===== src/rtl/rf_arbiter_if.sv =====
// Client and register-file signal bundle for rf_arbiter.
// slave = arbiter side, master = clients plus the register file read path.
interface rf_arbiter_if #(
  parameter int DW = 8,
  parameter int AW = 3
);
  logic          reqA, wrA, ackA, rvalidA;
  logic [AW-1:0] addrA;
  logic [DW-1:0] wdataA;
  logic          reqB, wrB, ackB, rvalidB;
  logic [AW-1:0] addrB;
  logic [DW-1:0] wdataB;
  logic [DW-1:0] rdata;
  logic          WEN;
  logic [AW-1:0] RW, RX;
  logic [DW-1:0] busW, busX;

  modport slave (
    input  reqA, wrA, addrA, wdataA,
    input  reqB, wrB, addrB, wdataB,
    input  busX,
    output ackA, ackB, rdata, rvalidA, rvalidB,
    output WEN, RW, busW, RX
  );

  modport master (
    output reqA, wrA, addrA, wdataA,
    output reqB, wrB, addrB, wdataB,
    output busX,
    input  ackA, ackB, rdata, rvalidA, rvalidB,
    input  WEN, RW, busW, RX
  );
endinterface


===== src/rtl/rf_arbiter.sv =====
// Two-client req/ack arbiter sequencing single ops onto a register file write port and X read port.
// Define RF_ARB_FIXED_PRIO_EN for fixed priority (A wins ties); default is round-robin.
module rf_arbiter #(
  parameter int DW = 8,
  parameter int AW = 3
) (
  input logic         Clk,
  input logic         Rst,
  rf_arbiter_if.slave bus
);
  localparam int NCLI = 2;

  typedef enum logic {IDLE = 1'b0, ISSUE = 1'b1} state_e;

  typedef struct packed {
    logic          req;
    logic          wr;
    logic [AW-1:0] addr;
    logic [DW-1:0] wdata;
  } cli_req_t;

  cli_req_t [NCLI-1:0] cli;
  state_e              state_q, state_d;
  logic                win_q, win_d;
  logic                wr_q, wr_d;
  logic [AW-1:0]       rw_q, rw_d, rx_q, rx_d;
  logic [DW-1:0]       busw_q, busw_d, rdata_q, rdata_d;
  logic [NCLI-1:0]     rvalid_q, rvalid_d, ack;
  logic                any_req, pick;

  assign cli[0] = cli_req_t'{req: bus.reqA, wr: bus.wrA, addr: bus.addrA, wdata: bus.wdataA};
  assign cli[1] = cli_req_t'{req: bus.reqB, wr: bus.wrB, addr: bus.addrB, wdata: bus.wdataB};
  assign any_req = cli[0].req | cli[1].req;

  // pick: 0 = A, 1 = B; only meaningful while any_req is high
`ifdef RF_ARB_FIXED_PRIO_EN
  assign pick = ~cli[0].req;
`else
  logic last_q, last_d;

  assign pick = (cli[0].req & cli[1].req) ? ~last_q : cli[1].req;

  always_comb begin
    last_d = last_q;
    if (state_q == IDLE && any_req) last_d = pick;
  end

  always_ff @(posedge Clk or posedge Rst) begin
    if (Rst) last_q <= 1'b1;
    else     last_q <= last_d;
  end
`endif

  always_comb begin
    state_d  = state_q;
    win_d    = win_q;
    wr_d     = wr_q;
    rw_d     = rw_q;
    busw_d   = busw_q;
    rx_d     = rx_q;
    rdata_d  = rdata_q;
    rvalid_d = '0;
    case (state_q)
      IDLE: begin
        if (any_req) begin
          state_d = ISSUE;
          win_d   = pick;
          wr_d    = cli[pick].wr;
          if (cli[pick].wr) begin
            rw_d   = cli[pick].addr;
            busw_d = cli[pick].wdata;
          end else begin
            rx_d   = cli[pick].addr;
          end
        end
      end
      ISSUE: begin
        state_d = IDLE;
        // busX is combinational from RX, so the read completes as ISSUE ends
        if (!wr_q) begin
          rdata_d         = bus.busX;
          rvalid_d[win_q] = 1'b1;
        end
      end
      default: state_d = IDLE;
    endcase
  end

  always_ff @(posedge Clk or posedge Rst) begin
    if (Rst) begin
      state_q  <= IDLE;
      win_q    <= 1'b0;
      wr_q     <= 1'b0;
      rw_q     <= '0;
      busw_q   <= '0;
      rx_q     <= '0;
      rdata_q  <= '0;
      rvalid_q <= '0;
    end else begin
      state_q  <= state_d;
      win_q    <= win_d;
      wr_q     <= wr_d;
      rw_q     <= rw_d;
      busw_q   <= busw_d;
      rx_q     <= rx_d;
      rdata_q  <= rdata_d;
      rvalid_q <= rvalid_d;
    end
  end

  for (genvar i = 0; i < NCLI; i++) begin : g_ack
    assign ack[i] = (state_q == ISSUE) && (win_q == 1'(i));
  end

  // WEN decodes from state, so an async reset during ISSUE kills the write at once
  assign bus.WEN     = (state_q == ISSUE) && wr_q;
  assign bus.RW      = rw_q;
  assign bus.busW    = busw_q;
  assign bus.RX      = rx_q;
  assign bus.rdata   = rdata_q;
  assign bus.ackA    = ack[0];
  assign bus.ackB    = ack[1];
  assign bus.rvalidA = rvalid_q[0];
  assign bus.rvalidB = rvalid_q[1];

  a_single_ack: assert property (@(posedge Clk) disable iff (Rst) !(ack[0] && ack[1]));
  a_ack_rvalid: assert property (@(posedge Clk) disable iff (Rst) !((|ack) && (|rvalid_q)));
endmodule


===== src/flat_wrapper.sv =====
// flat-port wrapper written by rule: the top's interface ports become plain ports
module rf_arbiter_flat 
#(
  parameter int DW = 8,
  parameter int AW = 3
)
  (Clk, Rst, bus_reqA, bus_wrA, bus_addrA, bus_wdataA, bus_reqB, bus_wrB, bus_addrB, bus_wdataB, bus_busX, bus_ackA, bus_ackB, bus_rdata, bus_rvalidA, bus_rvalidB, bus_WEN, bus_RW, bus_busW, bus_RX);
  rf_arbiter_if #(.DW(DW), .AW(AW)) bus_i ();
  input logic Clk;
  input logic Rst;
  input wire logic [$bits(bus_i.reqA)-1:0] bus_reqA;
  input wire logic [$bits(bus_i.wrA)-1:0] bus_wrA;
  input wire logic [$bits(bus_i.addrA)-1:0] bus_addrA;
  input wire logic [$bits(bus_i.wdataA)-1:0] bus_wdataA;
  input wire logic [$bits(bus_i.reqB)-1:0] bus_reqB;
  input wire logic [$bits(bus_i.wrB)-1:0] bus_wrB;
  input wire logic [$bits(bus_i.addrB)-1:0] bus_addrB;
  input wire logic [$bits(bus_i.wdataB)-1:0] bus_wdataB;
  input wire logic [$bits(bus_i.busX)-1:0] bus_busX;
  output wire logic [$bits(bus_i.ackA)-1:0] bus_ackA;
  output wire logic [$bits(bus_i.ackB)-1:0] bus_ackB;
  output wire logic [$bits(bus_i.rdata)-1:0] bus_rdata;
  output wire logic [$bits(bus_i.rvalidA)-1:0] bus_rvalidA;
  output wire logic [$bits(bus_i.rvalidB)-1:0] bus_rvalidB;
  output wire logic [$bits(bus_i.WEN)-1:0] bus_WEN;
  output wire logic [$bits(bus_i.RW)-1:0] bus_RW;
  output wire logic [$bits(bus_i.busW)-1:0] bus_busW;
  output wire logic [$bits(bus_i.RX)-1:0] bus_RX;
  assign bus_i.reqA = bus_reqA;
  assign bus_i.wrA = bus_wrA;
  assign bus_i.addrA = bus_addrA;
  assign bus_i.wdataA = bus_wdataA;
  assign bus_i.reqB = bus_reqB;
  assign bus_i.wrB = bus_wrB;
  assign bus_i.addrB = bus_addrB;
  assign bus_i.wdataB = bus_wdataB;
  assign bus_i.busX = bus_busX;
  assign bus_ackA = bus_i.ackA;
  assign bus_ackB = bus_i.ackB;
  assign bus_rdata = bus_i.rdata;
  assign bus_rvalidA = bus_i.rvalidA;
  assign bus_rvalidB = bus_i.rvalidB;
  assign bus_WEN = bus_i.WEN;
  assign bus_RW = bus_i.RW;
  assign bus_busW = bus_i.busW;
  assign bus_RX = bus_i.RX;
  rf_arbiter #(.DW(DW), .AW(AW)) u_core (.Clk(Clk), .Rst(Rst), .bus(bus_i));
endmodule

===== config.mk =====
export PLATFORM = sky130hd
export DESIGN_NAME = rf_arbiter_flat
export DESIGN_NICKNAME = d
export VERILOG_FILES = /design/src/rtl/rf_arbiter_if.sv /design/src/rtl/rf_arbiter.sv /design/src/flat_wrapper.sv
export SDC_FILE = /design/constraint.sdc
export NUM_CORES = 1
export LEC_CHECK = 0
export ABC_CLOCK_PERIOD_IN_PS = 2000
export CAP_MARGIN = 20
export CORE_MARGIN = 4
export CORE_UTILIZATION = 40
export DETAILED_ROUTE_END_ITERATION = 8
export GPL_TIMING_DRIVEN = 0
export PLACE_DENSITY = 0.79
export SETUP_SLACK_MARGIN = 0.02
export SLEW_MARGIN = 25
export SYNTH_ARGS = -nofsm -noshare
export SYNTH_HDL_FRONTEND = slang
export SYNTH_SLANG_ARGS = --single-unit
export TNS_END_PERCENT = 10

===== constraint.sdc =====
create_clock -name Clk -period 2 [get_ports Clk]
set_input_delay 0.4 -clock Clk [delete_from_list [all_inputs] [get_ports Clk]]
set_output_delay 0.4 -clock Clk [all_outputs]
set_load 0.01 [all_outputs]

### PDN straps and rails

Bar = 20 microns. Pins as bars on the die edge.
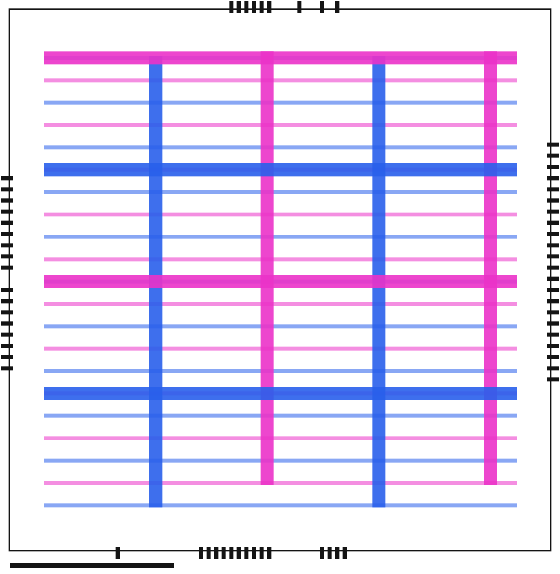
magenta -> VDD
blue -> VSS
met1 rails = 21
signal pins = 63
Worst VDD drop: 0.4810 mV
chip width: 65.67 microns
core area: 3128 sq um

### Placed cells, one colour a class

Bar = 20 microns.
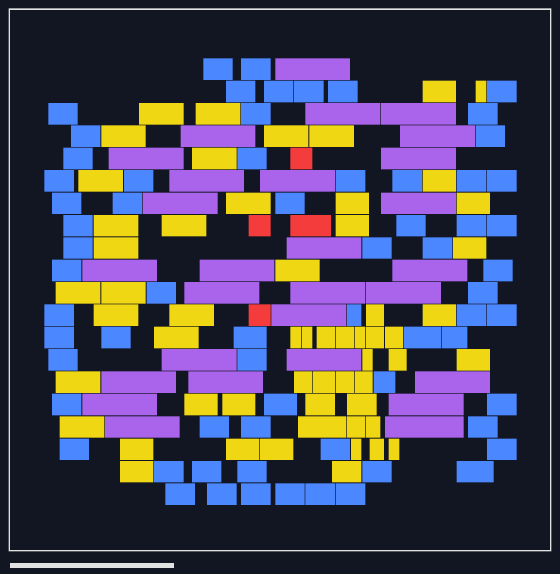
blue -> other buffers and delay cells  # cells 66
yellow -> all other logic  # cells 57
purple -> flops  # cells 28
red -> clock drivers and dummy loads  # cells 4
flop share of the area: 0.3427
final core utilization: 0.6548
final instance area: 2048 sq um

### Clock network drawn from the DEF

Bar = 20 microns.
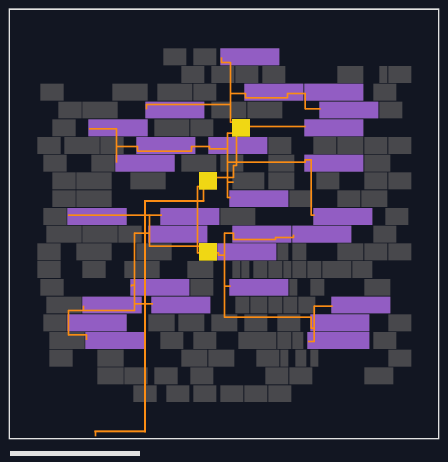
orange -> clock wires  # length 311 microns
purple -> flip-flops  # count 28
yellow -> cells driving clock nets  # count 3
routed clock nets = 4

==> reports/qor.yml <==
routing:
  vias: 942
  drc_errors: 0
  drt_wl_total_microns: 2846
  viasPerCell: 4.734
setup_path:
  path_max_fanout: 10
  cpPeakStageDelay_ns: 0.43
  crit_path_end: "bus_ackA"
  reg2reg_to: "u_core.bus.RW[2]"
sta:
  max_slew_margin: 0.6325
  finalCritPeriodShare: 0.8672
  rsz0062_at_grt: "no"
worst_hold_path:
  hold_path.class: "primary input to async pin"
die:
  rows: 20
  fp_util: 0.4252
  chipArea_sq_um: 4312
clocking:
  cts_tree: "yes"
  numCtsBuffers: 3
  clkSinkCount: 28
synthesis:
  ys_warn_count: 0
  ys_area_sq_um: 1330
  synth_area_per_cell_sq_um: 14.94
  ys_cells: 89
  synth_area_sq_um: 1330
  synth_nets: 125
global_route:
  grt_pass1_vias: 968
  grt_busiest_layer: "met2"
  antenna_found_initial: 0
  grtUsageMet2: 0.2403
  track_usage: 0.1326
  grt_use_met3: 0.04103
cells_and_area:
  layout_top_cell: "clkdlybuf4s50_1"
place:
  placed_area_sq_um: 2006
  portBuffers: 62
run:
  warnings: 26
run_status:
  status: "completed"
pwr:
  total_power_mw: 2.174
==> what timing repair did <==
action | 4_1_cts | 5_1_grt
gates resized | 2 | 2
setup endpoints to repair | 2 | 2
endpoints found under the hold margin | 0 | 0
==> flip-flops by register name, indices dropped and copies added, names as in the netlist <==
name / cells
u_core.bus.RW: 3
u_core.bus.RX: 3
u_core.bus.busW: 8
u_core.bus.rdata: 8
u_core.last_q: 1
u_core.rvalid_q: 2
u_core.state_q: 1
u_core.win_q: 1
u_core.wr_q: 1
==> Yosys cell counts <==
| cell type | count |
|---|---|
| a21bo_4 | 1 |
| a21boi_1 | 1 |
| a32o_1 | 2 |
| and2_1 | 3 |
| buf_2 | 2 |
| buf_6 | 2 |
| dfrtp_1 | 27 |
| dfstp_2 | 1 |
| inv_1 | 3 |
| mux2_1 | 1 |
| mux2_2 | 13 |
| mux2_4 | 19 |
| nand2b_1 | 1 |
| nor2_1 | 4 |
| nor2b_1 | 5 |
| o21ai_0 | 2 |
| o21ba_2 | 1 |
| o22ai_1 | 1 |
==> layout make-up <==
class | instances | area [sq um]
plain buffers | 4 | 35.03
clock buffers | 4 | 36.28
fillers | 246 | 1080
inverters | 3 | 11.26
multi-input cells | 54 | 584.3
flip-flops and latches | 28 | 701.9
well taps | 44 | 55.05
repair buffers | 62 | 624.3
==> cells by family after synthesis <==
| logic type | synth area share |
|---|---|
| muxes | 0.3330 |
| DFF | 0.5278 |
| AOI/OAI and AO/OA | 0.05269 |
| buffers and inverters | 0.03292 |
| and+or+nand+nor | 0.05362 |
==> worst min path at each step <==
stage | end | cells past startpoint | slack, ns | from
floorplan | u_core.rvalid_q[0] | 1 | 0.44 | u_core.wr_q
global placement | u_core.rvalid_q[0] | 1 | 0.46 | u_core.wr_q
detailed placement | u_core.rvalid_q[0] | 1 | 0.47 | u_core.wr_q
CTS | u_core.rvalid_q[0] | 1 | 0.49 | u_core.wr_q
global route | u_core.bus.rdata[0] | 2 | 0.48 | Rst
finish | u_core.bus.rdata[5] | 2 | 0.43 | Rst
==> layer usage <==
layer,part of all wire,wire [microns]
met5,0,0
met4,0.012,35
met3,0.095,271
met2,0.51,1439
met1,0.39,1099
==> report_power, final <==
group / total, mW / switching [mW] / internal [mW]
clock network: 0.271 / 0.160 / 0.111
registers: 0.898 / 0.118 / 0.779
logic: 1.00 / 0.333 / 0.672
total: 2.17 / 0.611 / 1.56
==> stage by stage <==
step | util | worst slack, ns | hold WS [ns] | setup TNS, ns
global route | 0.6548 | 0.2033 | 0.4838 | 0
CTS | 0.6532 | 0.03559 | 0.4880 | 0
global placement | 0.6412 | -0.01335 | 0.4592 | -0.03312
floorplan | - | 0.5093 | 0.4388 | 0
finish | 0.6548 | 0.2657 | 0.4342 | 0
detailed placement | 0.6412 | -0.04635 | 0.4693 | -0.3422
No activity file was given, so power comes from the tool's default toggle rates.
